<file path="src/rtl/dtcm_rib_arbiter_pkg.sv">
// Shared definitions for the DTCM RIB arbiter: FSM encoding, master ids,
// RIB field widths and the request bundle used by the field mux.
package dtcm_rib_arbiter_pkg;

  localparam int RIB_AW = 32;
  localparam int RIB_DW = 32;
  localparam int RIB_MW = 4;

  typedef enum logic [1:0] {
    ST_IDLE = 2'd0,
    ST_WAIT = 2'd1,
    ST_HOLD = 2'd2
  } rib_state_e;

  localparam logic M_CORE = 1'b0;
  localparam logic M_DMA  = 1'b1;

  typedef struct packed {
    logic [RIB_AW-1:0] addr;
    logic              wrcs;
    logic [RIB_MW-1:0] mask;
    logic [RIB_DW-1:0] wdata;
  } rib_req_t;

  function automatic rib_req_t rib_pack(
    input logic [RIB_AW-1:0] addr,
    input logic              wrcs,
    input logic [RIB_MW-1:0] mask,
    input logic [RIB_DW-1:0] wdata
  );
    rib_req_t r;
    r.addr  = addr;
    r.wrcs  = wrcs;
    r.mask  = mask;
    r.wdata = wdata;
    return r;
  endfunction

endpackage

</file>
<file path="src/rtl/dtcm_rib_arbiter_rr_pick2.sv">
// Combinational two-way round-robin selector: on a tie the master that did
// not own the previous transaction wins.
module rib_rr_pick2
  import dtcm_rib_arbiter_pkg::*;
(
  input  logic [1:0] req,
  input  logic       last_owner,
  output logic       sel,
  output logic       any
);

  // Select the requester; a tie goes to the non-previous owner.
  always_comb begin
    sel = M_CORE;
    any = |req;
    case (req)
      2'b01:   sel = M_CORE;
      2'b10:   sel = M_DMA;
      2'b11:   sel = ~last_owner;
      default: sel = M_CORE;
    endcase
  end

endmodule

</file>
<file path="src/rtl/dtcm_rib_arbiter.sv">
// Two-master arbiter in front of the single-ported DTCM RIB slave. One
// transaction in flight; the response is buffered until the owner accepts it.
module dtcm_rib_arbiter
  import dtcm_rib_arbiter_pkg::*;
#(
  parameter int unsigned RSP_TIMEOUT = 16
) (
  input  logic              i_clk,
  input  logic              i_rst_n,
  input  logic [RIB_AW-1:0] i_m0_addr,
  input  logic              i_m0_wrcs,
  input  logic [RIB_MW-1:0] i_m0_mask,
  input  logic [RIB_DW-1:0] i_m0_wdata,
  input  logic              i_m0_req,
  output logic              o_m0_gnt,
  output logic              o_m0_rsp,
  output logic [RIB_DW-1:0] o_m0_rdata,
  input  logic              i_m0_rdy,
  input  logic [RIB_AW-1:0] i_m1_addr,
  input  logic              i_m1_wrcs,
  input  logic [RIB_MW-1:0] i_m1_mask,
  input  logic [RIB_DW-1:0] i_m1_wdata,
  input  logic              i_m1_req,
  output logic              o_m1_gnt,
  output logic              o_m1_rsp,
  output logic [RIB_DW-1:0] o_m1_rdata,
  input  logic              i_m1_rdy,
  output logic [RIB_AW-1:0] o_s_addr,
  output logic              o_s_wrcs,
  output logic [RIB_MW-1:0] o_s_mask,
  output logic [RIB_DW-1:0] o_s_wdata,
  output logic              o_s_req,
  input  logic              i_s_gnt,
  input  logic              i_s_rsp,
  input  logic [RIB_DW-1:0] i_s_rdata,
  output logic              o_s_rdy,
  output logic              o_err
);

  localparam int unsigned CNT_W = (RSP_TIMEOUT > 32'd0) ? $clog2(RSP_TIMEOUT + 32'd1) : 1;
  localparam logic [CNT_W-1:0] TO_LOAD  = CNT_W'(RSP_TIMEOUT);
  localparam logic [CNT_W-1:0] CNT_ONE  = CNT_W'(1);
  localparam logic [CNT_W-1:0] CNT_ZERO = CNT_W'(0);
  localparam logic             TO_EN    = (RSP_TIMEOUT != 32'd0) ? 1'b1 : 1'b0;
  localparam logic [RIB_DW-1:0] DATA_ZERO = {RIB_DW{1'b0}};

  rib_state_e        state_r;
  logic              owner_r;
  logic              last_owner_r;
  logic [RIB_DW-1:0] rbuf_r;
  logic [CNT_W-1:0]  tmo_cnt_r;

  logic              sel_s;
  logic              any_s;
  logic              grant_s;
  logic              owner_rdy_s;
  logic              timeout_s;
  logic              rsp_act_s;
  logic [RIB_DW-1:0] rsp_data_s;
  rib_req_t          m0_fields_s;
  rib_req_t          m1_fields_s;
  rib_req_t          sel_fields_s;

  rib_rr_pick2 u_pick (
    .req        ({i_m1_req, i_m0_req}),
    .last_owner (last_owner_r),
    .sel        (sel_s),
    .any        (any_s)
  );

  assign o_s_rdy = 1'b1;

  // Request path: mux the selected master onto the slave and route its grant.
  always_comb begin
    m0_fields_s = rib_pack(i_m0_addr, i_m0_wrcs, i_m0_mask, i_m0_wdata);
    m1_fields_s = rib_pack(i_m1_addr, i_m1_wrcs, i_m1_mask, i_m1_wdata);
    if (sel_s == M_DMA) begin
      sel_fields_s = m1_fields_s;
    end else begin
      sel_fields_s = m0_fields_s;
    end
    o_s_addr  = sel_fields_s.addr;
    o_s_wrcs  = sel_fields_s.wrcs;
    o_s_mask  = sel_fields_s.mask;
    o_s_wdata = sel_fields_s.wdata;
    // Gated by reset so nothing leaks to the DTCM while reset is held.
    o_s_req   = i_rst_n & any_s & (state_r == ST_IDLE);
    grant_s   = o_s_req & i_s_gnt;
    o_m0_gnt  = grant_s & (sel_s == M_CORE);
    o_m1_gnt  = grant_s & (sel_s == M_DMA);
  end

  // Response path: live slave data in WAIT, buffered data in HOLD.
  always_comb begin
    timeout_s  = 1'b0;
    rsp_act_s  = 1'b0;
    rsp_data_s = DATA_ZERO;
    case (state_r)
      ST_WAIT: begin
        timeout_s = TO_EN & ~i_s_rsp & (tmo_cnt_r == CNT_ONE);
        rsp_act_s = i_s_rsp | timeout_s;
        if (i_s_rsp) begin
          rsp_data_s = i_s_rdata;
        end else begin
          rsp_data_s = DATA_ZERO;
        end
      end
      ST_HOLD: begin
        rsp_act_s  = 1'b1;
        rsp_data_s = rbuf_r;
      end
      default: begin
        rsp_act_s  = 1'b0;
        rsp_data_s = DATA_ZERO;
      end
    endcase
    if (owner_r == M_DMA) begin
      owner_rdy_s = i_m1_rdy;
    end else begin
      owner_rdy_s = i_m0_rdy;
    end
    o_m0_rsp   = rsp_act_s & (owner_r == M_CORE);
    o_m1_rsp   = rsp_act_s & (owner_r == M_DMA);
    o_m0_rdata = o_m0_rsp ? rsp_data_s : DATA_ZERO;
    o_m1_rdata = o_m1_rsp ? rsp_data_s : DATA_ZERO;
    o_err      = timeout_s;
  end

  // Transaction FSM with owner tracking, timeout counter and response buffer.
  always_ff @(posedge i_clk or negedge i_rst_n) begin
    if (!i_rst_n) begin
      state_r      <= ST_IDLE;
      owner_r      <= M_CORE;
      last_owner_r <= M_DMA;
      rbuf_r       <= DATA_ZERO;
      tmo_cnt_r    <= CNT_ZERO;
    end else begin
      case (state_r)
        ST_IDLE: begin
          if (grant_s) begin
            state_r      <= ST_WAIT;
            owner_r      <= sel_s;
            last_owner_r <= sel_s;
            tmo_cnt_r    <= TO_LOAD;
          end
        end
        ST_WAIT: begin
          if (tmo_cnt_r != CNT_ZERO) begin
            tmo_cnt_r <= tmo_cnt_r - CNT_ONE;
          end
          if (rsp_act_s) begin
            if (owner_rdy_s) begin
              state_r <= ST_IDLE;
            end else begin
              state_r <= ST_HOLD;
              rbuf_r  <= rsp_data_s;
            end
          end
        end
        ST_HOLD: begin
          // A late slave response here is deliberately not looked at.
          if (owner_rdy_s) begin
            state_r <= ST_IDLE;
          end
        end
        default: begin
          state_r <= ST_IDLE;
        end
      endcase
    end
  end

endmodule
</file>
<file path="config.mk">
export PLATFORM = sky130hd
export DESIGN_NAME = dtcm_rib_arbiter
export DESIGN_NICKNAME = d
export VERILOG_FILES = /design/src/rtl/dtcm_rib_arbiter_pkg.sv /design/src/rtl/dtcm_rib_arbiter_rr_pick2.sv /design/src/rtl/dtcm_rib_arbiter.sv
export SDC_FILE = /design/constraint.sdc
export NUM_CORES = 1
export LEC_CHECK = 0
export ABC_CLOCK_PERIOD_IN_PS = 2400
export CORE_AREA = 4 4 122 124
export DETAILED_ROUTE_END_ITERATION = 10
export DIE_AREA = 0 0 126 128
export PLACE_DENSITY = 0.67
export SLEW_MARGIN = 20
export SYNTH_ARGS = -nofsm -noshare
export SYNTH_HDL_FRONTEND = slang
export SYNTH_SLANG_ARGS = --single-unit
</file>
<file path="constraint.sdc">
create_clock -name i_clk -period 2.4 [get_ports i_clk]
set_input_delay 0.6 -clock i_clk [delete_from_list [all_inputs] [get_ports i_clk]]
set_output_delay 0.6 -clock i_clk [all_outputs]
set_load 0.02 [all_outputs]
</file>
Fig. 1: placed cells, one colour a class
Fill, decap, tap and diode cells in grey.
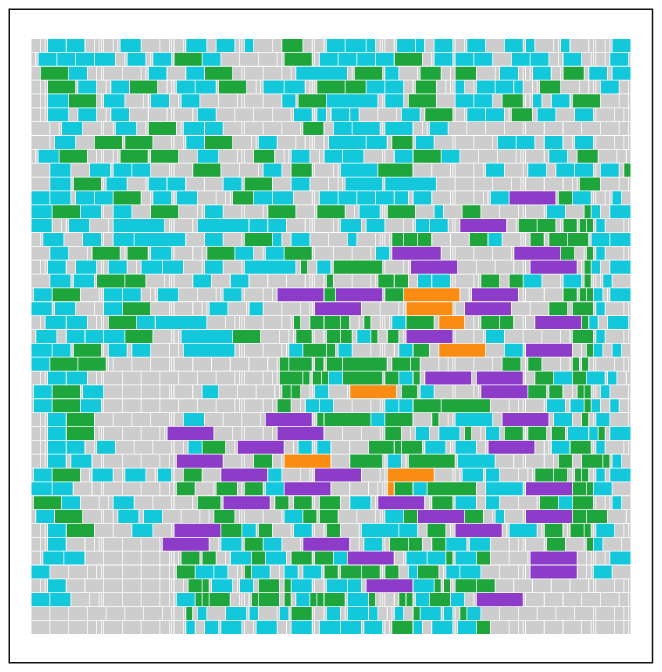
remaining logic cells -> green  # cells 258
clock drivers and dummy loads -> orange  # cells 8
remaining buffers and delay cells -> cyan  # cells 388
registers -> purple  # cells 41

==> summary.txt <==
The run has ended; figures from its reports follow.

The OpenROAD report gives the critical path a required time of 1800 ps. The flow ran to the end, but the final reports show violations. Setup repair after global routing could not meet its margin everywhere. The final worst slack came out at -234 ps.

The start-to-end type of the worst setup path is register to primary output. The number of cells in Yosys stat came out at 331. The H-tree was split into 2 levels.

The routed design shows a via density per instance of 4.96. The filler cell count in the final layout is 1,185. The critical path endpoint category is a primary output. The number of DRC markers in iteration 0 is 248. The global-route wire length before repair came out at 28,800 um. The cell repeated most along the worst path is sky130_fd_sc_hd__buf_6. The checks that failed: negative setup slack. Counting flops with a built-in enable in the synthesized netlist gives 0. The maximum operating frequency is 380 MHz. The remaining global-route overflow came out at 0.

The time the worst path needs with I/O delays and setup came out at 2630 ps. The synthesized flop and latch total is 41. The number of buffer and inverter instances along the worst setup path came out at 5.

The sequential cell power is 1140 uW. The cell area after layout came out at 7900 um2. The number of max-cap violations came out at 0. In this run, power in combinational logic comes to 4020 uW. The fraction of power spent switching nets came out at 40.2%.

The total routing usage reported by global routing is 23.8%. The number of remaining DRC errors came out at 0. The critical-path maximum fanout came out at 8. The initial core utilization came out at 24.1%. The final report lists the setup-violating endpoint count as 85. The worst setup path is launched from a register. The layout summary lists the proportion of cells stronger than drive strength 1 as 48.8%. Per the detail_route report, routed wire per instance is 24.0 um. The worst-case clock skew is 4.49 ps. The max-slew violation count came out at 0. The total leakage power is 0.00348 uW. The area share of the largest cell type after synthesis came out at 30.1%. The most used flip-flop cell is sky130_fd_sc_hd__dfrtp_1.
Fig. 2: M1 wires
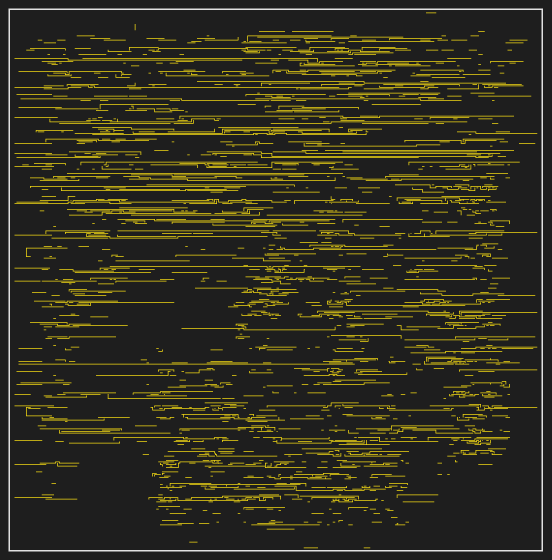
longest straight run = 79.6 um
main direction = horizontal
nets with wire on the layer = 775
GR met1 Demand/Resource: 28.2%
detailed-route wire length: 21,000 um

==> flip-flops by register name (all words and copies together) (netlist names) <==
register	flops
state_r	2
owner_r	1
last_owner_r	1
tmo_cnt_r	5
rbuf_r	32
==> what timing repair did <==
item                       in CTS  in global routing
setup endpoints to repair     138                134
pin swaps                       6                 15
setup buffers                  18                 10
gates resized                 702                172
cloned                         11                  1
==> area by class of cell <==
type	instances	area [um2]	share of cell area, %
diodes	1	2.50	0.0317
clock buffers	7	143	1.81
clock inverters	1	30.0	0.380
inverters	9	33.8	0.428
multi-input cells	249	2520	31.9
flip-flops and latches	41	1030	13.0
well taps	180	225	2.85
repair buffers	388	3920	49.6
==> cells by family after synthesis <==
group | synth area share [%]
AND/OR/NAND/NOR | 11.5
flip-flops | 30.9
multiplexers | 24.1
adder cells (fa/ha/maj) | 2.26
buffers and inverters | 6.96
other | 0.113
AND-OR/OR-AND | 24.2
==> Yosys cell counts (all sizes together), types with 3 or more instances <==
| master | count |
|---|---|
| mux2 | 70 |
| nor2 | 67 |
| dfrtp | 40 |
| a22oi | 32 |
| a32o | 32 |
| buf | 29 |
| inv | 9 |
| ha | 6 |
| o21ai | 5 |
| a21o | 4 |
| and2 | 3 |
| clkbuf | 3 |
==> routing by layer <==
layer	GRT usage, %	vias up	wire (um)
li1	-	1984	-
met1	28.2	2134	7990
met2	41.4	206	10800
met3	8.58	17	1920
met4	5.05	2	252
met5	0	-	13
==> metrics by stage <==
| stage | total power, uW | hold WS, ps | instances | util, % |
|---|---|---|---|---|
| after CTS | 5520 | 279 | 868 | 53.2 |
| after global placement | 4210 | 475 | 832 | 49.5 |
| after detailed placement | 4300 | 481 | 832 | 49.5 |
| after global routing | 6270 | 273 | 876 | 57.4 |
| after floorplan | 2940 | 304 | 331 | - |
| final | 5930 | 273 | 876 | 57.4 |
Power figures rest on the tool's default switching activity, not on a simulated workload.
